**M2 wires**

Cells faint in the background.
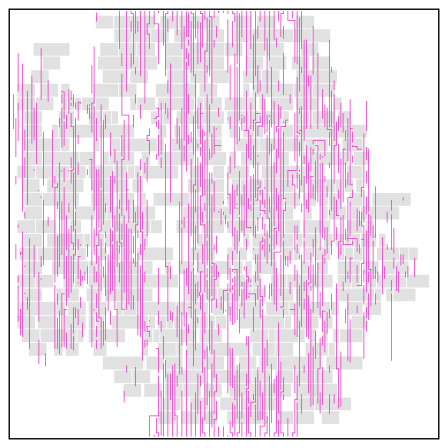
**Metal layers overlaid**

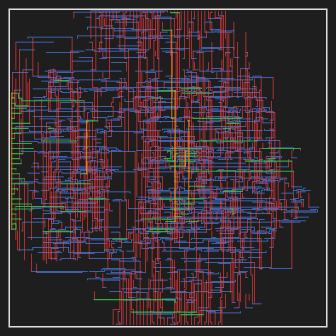
**config.mk**
```make
export PLATFORM = sky130hd
export DESIGN_NAME = stmt_lowerer_rule_scan
export DESIGN_NICKNAME = d
export VERILOG_FILES = /design/src/rtl/stmt_lowerer_scan_pkg.sv /design/src/rtl/stmt_lowerer_rule_match.sv /design/src/rtl/stmt_lowerer_rule_scan.sv
export SDC_FILE = /design/constraint.sdc
export NUM_CORES = 1
export LEC_CHECK = 0
export CAP_MARGIN = 30
export CORE_UTILIZATION = 45
export DETAILED_ROUTE_END_ITERATION = 16
export MAX_ROUTING_LAYER = met4
export PLACE_DENSITY = 0.83
export REMOVE_ABC_BUFFERS = 1
export SKIP_CTS_REPAIR_TIMING = 1
export SYNTH_ARGS = -nofsm -noshare
export SYNTH_HDL_FRONTEND = slang
export SYNTH_HIERARCHICAL = 1
export SYNTH_SLANG_ARGS = --single-unit
```
**constraint.sdc**
```tcl
create_clock -name clk -period 9.35 [get_ports clk]
set_input_delay 1.87 -clock clk [delete_from_list [all_inputs] [get_ports clk]]
set_output_delay 1.87 -clock clk [all_outputs]
set_load 0.02 [all_outputs]
```
**src/rtl/stmt_lowerer_scan_pkg.sv**
```systemverilog
// Shared types for the sequential rule scanner: match modes, FSM states and
// the rule-index width helper.
package stmt_lowerer_scan_pkg;

  localparam int unsigned MODE_W = 2;

  typedef enum logic [MODE_W-1:0] {
    MODE_EXACT    = 2'd0,
    MODE_WILDCARD = 2'd1,
    MODE_RANGE    = 2'd2,
    MODE_TOL      = 2'd3
  } mode_e;

  typedef enum logic [1:0] {
    S_IDLE = 2'd0,
    S_SCAN = 2'd1,
    S_DONE = 2'd2
  } state_e;

  // Index width never drops below one bit, even for a single rule.
  function automatic int unsigned idx_width(input int unsigned n);
    return (n > 1) ? $clog2(n) : 1;
  endfunction

endpackage

```
**src/rtl/stmt_lowerer_rule_match.sv**
```systemverilog
// Combinational single-rule evaluator: compares a key against operands A/B
// under one of four match modes.
module stmt_lowerer_rule_match
  import stmt_lowerer_scan_pkg::*;
#(
  parameter int unsigned WIDTH = 8
) (
  input  logic [WIDTH-1:0] key_i,
  input  mode_e            mode_i,
  input  logic [WIDTH-1:0] a_i,
  input  logic [WIDTH-1:0] b_i,
  output logic             match_c_o
);

  localparam int unsigned EXT_W = WIDTH + 1;
  localparam logic [EXT_W-1:0] MAX_EXT = {1'b0, {WIDTH{1'b1}}};

  logic [EXT_W-1:0] a_ext;
  logic [EXT_W-1:0] b_ext;
  logic [EXT_W-1:0] key_ext;
  logic [EXT_W-1:0] sum_ext;
  logic [EXT_W-1:0] lo_ext;
  logic [EXT_W-1:0] hi_ext;

  // Tolerance window bounds, saturated at 0 and at the key's maximum value.
  always_comb begin
    a_ext   = {1'b0, a_i};
    b_ext   = {1'b0, b_i};
    key_ext = {1'b0, key_i};
    sum_ext = a_ext + b_ext;
    lo_ext  = (a_i >= b_i) ? (a_ext - b_ext) : '0;
    hi_ext  = (sum_ext > MAX_EXT) ? MAX_EXT : sum_ext;
  end

  always_comb begin
    match_c_o = 1'b0;
    case (mode_i)
      MODE_EXACT:    match_c_o = (key_i == a_i);
      MODE_WILDCARD: match_c_o = (((key_i ^ a_i) & ~b_i) == '0);
      MODE_RANGE:    match_c_o = (a_i <= b_i) && (key_i >= a_i) && (key_i <= b_i);
      MODE_TOL:      match_c_o = (key_ext >= lo_ext) && (key_ext <= hi_ext);
      default:       match_c_o = 1'b0;
    endcase
  end

endmodule

```
**src/rtl/stmt_lowerer_rule_scan.sv**
```systemverilog
// Sequential first-match rule scanner: accepts a key, walks the programmable
// rules one per cycle and reports the first enabled match (or miss/abort).
module stmt_lowerer_rule_scan
  import stmt_lowerer_scan_pkg::*;
#(
  parameter int unsigned WIDTH     = 8,
  parameter int unsigned NUM_RULES = 4,
  parameter int unsigned IDX_W     = idx_width(NUM_RULES)
) (
  input  logic                       clk,
  input  logic                       rst,
  input  logic                       in_valid,
  output logic                       in_ready,
  input  logic [WIDTH-1:0]           in_key,
  input  logic [NUM_RULES-1:0]       rule_en,
  input  logic [NUM_RULES*2-1:0]     rule_mode,
  input  logic [NUM_RULES*WIDTH-1:0] rule_a,
  input  logic [NUM_RULES*WIDTH-1:0] rule_b,
  input  logic                       abort,
  output logic                       out_valid,
  input  logic                       out_ready,
  output logic                       out_hit,
  output logic [IDX_W-1:0]           out_idx,
  output logic                       out_aborted,
  output logic [IDX_W:0]             out_count
);

  localparam int unsigned CNT_W = IDX_W + 1;
  localparam logic [IDX_W-1:0] LAST_IDX = IDX_W'(NUM_RULES - 1);

  state_e           state_q, state_d;
  logic [WIDTH-1:0] key_q, key_d;
  logic [IDX_W-1:0] idx_q, idx_d;
  logic [CNT_W-1:0] count_q, count_d;
  logic             in_ready_q, in_ready_d;
  logic             out_valid_q, out_valid_d;
  logic             out_hit_q, out_hit_d;
  logic [IDX_W-1:0] out_idx_q, out_idx_d;
  logic             out_aborted_q, out_aborted_d;
  logic [CNT_W-1:0] out_count_q, out_count_d;

  logic             en_arr   [NUM_RULES];
  mode_e            mode_arr [NUM_RULES];
  logic [WIDTH-1:0] a_arr    [NUM_RULES];
  logic [WIDTH-1:0] b_arr    [NUM_RULES];

  logic             sel_en;
  mode_e            sel_mode;
  logic [WIDTH-1:0] sel_a;
  logic [WIDTH-1:0] sel_b;
  logic             sel_match_c;

  // Unpack the flat rule buses so the current rule can be picked by index.
  for (genvar g = 0; g < NUM_RULES; g++) begin : g_unpack
    assign en_arr[g]   = rule_en[g];
    assign mode_arr[g] = mode_e'(rule_mode[2*g +: 2]);
    assign a_arr[g]    = rule_a[WIDTH*g +: WIDTH];
    assign b_arr[g]    = rule_b[WIDTH*g +: WIDTH];
  end

  assign sel_en   = en_arr[idx_q];
  assign sel_mode = mode_arr[idx_q];
  assign sel_a    = a_arr[idx_q];
  assign sel_b    = b_arr[idx_q];

  stmt_lowerer_rule_match #(
    .WIDTH (WIDTH)
  ) u_match (
    .key_i     (key_q),
    .mode_i    (sel_mode),
    .a_i       (sel_a),
    .b_i       (sel_b),
    .match_c_o (sel_match_c)
  );

  always_ff @(posedge clk) begin
    if (rst) begin
      state_q       <= S_IDLE;
      key_q         <= '0;
      idx_q         <= '0;
      count_q       <= '0;
      in_ready_q    <= 1'b1;
      out_valid_q   <= 1'b0;
      out_hit_q     <= 1'b0;
      out_idx_q     <= '0;
      out_aborted_q <= 1'b0;
      out_count_q   <= '0;
    end else begin
      state_q       <= state_d;
      key_q         <= key_d;
      idx_q         <= idx_d;
      count_q       <= count_d;
      in_ready_q    <= in_ready_d;
      out_valid_q   <= out_valid_d;
      out_hit_q     <= out_hit_d;
      out_idx_q     <= out_idx_d;
      out_aborted_q <= out_aborted_d;
      out_count_q   <= out_count_d;
    end
  end

  always_comb begin
    state_d       = state_q;
    key_d         = key_q;
    idx_d         = idx_q;
    count_d       = count_q;
    out_hit_d     = out_hit_q;
    out_idx_d     = out_idx_q;
    out_aborted_d = out_aborted_q;
    out_count_d   = out_count_q;

    case (state_q)
      S_IDLE: begin
        if (in_valid) begin
          key_d   = in_key;
          idx_d   = '0;
          count_d = '0;
          state_d = S_SCAN;
        end
      end
      S_SCAN: begin
        // Abort wins over a match; the rule under evaluation is not counted.
        if (abort) begin
          state_d       = S_DONE;
          out_hit_d     = 1'b0;
          out_idx_d     = '0;
          out_aborted_d = 1'b1;
          out_count_d   = count_q;
        end else begin
          count_d = count_q + CNT_W'(1);
          if (sel_en && sel_match_c) begin
            state_d       = S_DONE;
            out_hit_d     = 1'b1;
            out_idx_d     = idx_q;
            out_aborted_d = 1'b0;
            out_count_d   = count_q + CNT_W'(1);
          end else if (idx_q == LAST_IDX) begin
            state_d       = S_DONE;
            out_hit_d     = 1'b0;
            out_idx_d     = '0;
            out_aborted_d = 1'b0;
            out_count_d   = count_q + CNT_W'(1);
          end else begin
            idx_d = idx_q + IDX_W'(1);
          end
        end
      end
      S_DONE: begin
        if (out_ready) begin
          state_d = S_IDLE;
        end
      end
      default: state_d = S_IDLE;
    endcase

    in_ready_d  = (state_d == S_IDLE);
    out_valid_d = (state_d == S_DONE);
  end

  assign in_ready    = in_ready_q;
  assign out_valid   = out_valid_q;
  assign out_hit     = out_hit_q;
  assign out_idx     = out_idx_q;
  assign out_aborted = out_aborted_q;
  assign out_count   = out_count_q;

endmodule

```
==> run notes <==
yosys + openroad results -> status=finished, final reports clean, total number of vias=3060, gr ovfl total=0, Worst Setup Slack, final=2.60 ns, Gate Area=about 0.0025 mm2, yosys aoi share=23.0%, CTS Root Cell=clkbuf_8, First DRT Iteration DRCs=199, Slew headroom=45.1%, Pwr top=combinational cells, pre-CTS setup slack=2.30 ns, chip area=0.00729 mm2, Setup-failing EPs final=0, Flop Count=24, CP startpoint=rule_a[0], Area-dominant class=multi-input combinational cells, placed cells=518, Critical Path Start Type=input pin, Yosys Warn Count=6, Int Pwr=approximately 270 uW, Mux cell area share=14.1%, # diodes=0, largest net degree at the start of global routing=24, max cap viols=0, DR WL/cell=approximately 17 um, Power Sequential=114 uW, Yosys cell types=67, latest clock arrival within the worst-skew pair=0.27 ns, crit path DAT=6.94 ns, Yosys top cell by instances=ha_1, Log Warnings=33, # DRC=0, Most common reg cell=dfxtp_1, post-synthesis sequential area ratio=15.4%, Inverters, non-clock=28, start point of the worst hold path=key_q[0], Hold Path Depth=2, register share of total power=26.2%, layout cells sized above 1=10.2%, Comb gates=286, Max FO, Critical Path=8, Pre-antenna DRT Iters=7, largest area contributor in the netlist=ha_1, gr usage total=26.0%, nonclk buf count=100, Crit Path Class=in2reg, yosys adder share=21.3%, Switch Pwr=around 170 uW, crit end category=flip-flop, Placed Area=0.00415 mm2, Synth top cells by count=ha_1, a21oi_1, nand2_1, non-clk buf share=23.6%, Cell Count, Final, Fillers Out=522, Mapped Area=0.00313 mm2, HP Class=reg2reg, EDFF count, synth=0, Hold Slack=0.470 ns, worst path bufs/invs=1, CTS HTree Levels=1, CTS tree=yes, CP cell instances=clkdlybuf4s50_1 -> mux4_2 -> ha_1 -> fa_1 -> nand2b_4 -> a21oi_2 -> o21a_4 -> o31ai_4 -> a21oi_4 -> a21oi_1 -> ha_1 -> a2111oi_0 -> o21ai_1 -> a21oi_1 -> nor3_1 -> a211o_1 -> o211ai_2 -> nor2b_1 -> a22oi_1 -> or4_1 -> a21oi_1, initial antenna violation count=0, unrepaired setup endpoints after global routing=false, Area Overhead vs Synth=34.3%, RR Endpoint=out_idx[1], most frequent logic cell in the layout=clkdlybuf4s50_1, vias in the first global route=3066, Worst path slowest cell=mux4_2, worst stage delay on the critical path=around 0.5 ns, final hold vios=0, setup TNS=0 ns, yosys stat area=0.00313 mm2, Post-Synth XOR/XNOR Area=3.08%, Pwr Total=437 uW, Core ar.=0.00676 mm2, clock buffer count in the final layout=4, fraction of synthesis flops using an asynchronous set or reset pin=0%, CP delay by family, top=AND-OR/OR-AND gates, Register-to-Register Setup Slack=3.86 ns, Max Buffers Root-to-Sink=2, Comb pwr share=57.6%, Worst Path Required=9.54 ns, fraction of area in registers=between 10% and 20%, GP Congestion=0.978, Tap Cells=80, Syn Area/Cell=8.91 um2, Chip Width=85.4 um, clk slew on worst S/H paths=approximately 0.090 ns, Worst Reg-to-Reg Cells=19, top cells, area=ha_1, dfxtp_1, mux4_2, a21oi_1, nand2_1, power density over the cells=104 mW/mm2, clk sink count=24, filler instances=between 500 and 600, power share of the clock group=between 10% and 20%, clk_skew=0.00440 ns, Flop area=480 um2, total CTS buffers=3, Hold Path Sink=key_q[0], # IOs=98, WP depth=21, post-route design area=0.00420 mm2, Comb area share=58.7%, Worst Tran Pin Value=0.822 ns, fp_density=46.3%, Flops after synth=24, post-DP HPWL=7.47 mm, Clock Power=71.0 uW, VDD IR max=around 0.083 mV, first-pass GRT wire length=14.7 mm, Detail Route Antenna Nets=0, ClkCell Share=~1.3%, CP most frequent cell=a21oi_1, combinational gate power=252 uW, Synth logic family=AND-OR/OR-AND gates, Max-area cell share=20.0%, Top cells excl fill/tap=clkdlybuf4s50_1, ha_1, a21oi_1, PortBufs=between 90 and 100, Layout Utilization=62.2%, worst r2r src=idx_q[0], Tmin final=around 6.8 ns, vias per cell=5.86, Simple-Gate Fraction of Synth Area=17.4%, f_max=0.148 GHz, worst setup path endpoint=out_idx[1], Tcrit/Tclk final=72.2%, cell count in the Yosys report=roughly 350, Leak=1.68 nW, fin. max-slew vios=0
Notes on 'M2 wires' above:
share of all routed wire: 52%
longest straight run: 35.4 um
wire length on this layer: 4640 um
main direction: vertical
nets with wire on the layer: 503

Notes on 'metal layers overlaid' above:
[metal 4] orange | wire length: 138 um
[metal 2] red | wire length: 4640 um
[metal 3] green | wire length: 419 um
[metal 1] blue | wire length: 3750 um

## per-layer routing
| metal | global-route usage [%] | up-vias | share of wire, % |
|---|---|---|---|
| met4 | 7.42 | 0 | 1.5 |
| met5 | - | - | 0 |
| met1 | 31.8 | 1437 | 42 |
| met2 | 45.9 | 125 | 52 |
| met3 | 2.04 | 12 | 4.7 |
| li1 | - | 1486 | - |
## cells by family after synthesis
| kind of cell | Yosys count |
|---|---|
| compound gates | 97 |
| flops | 24 |
| fa+ha+maj | 52 |
| xor+xnor | 11 |
| mux | 21 |
| simple gates | 105 |
| buf+inv | 41 |
## sequential cells by signal, indices dropped and copies added, names as in the netlist
name / flops
key_q: 8
count_q: 3
out_count: 3
idx_q: 2
out_idx: 2
state_q: 2
in_ready: 1
out_aborted: 1
out_hit: 1
out_valid: 1
No activity file was given, so power comes from the tool's default toggle rates.
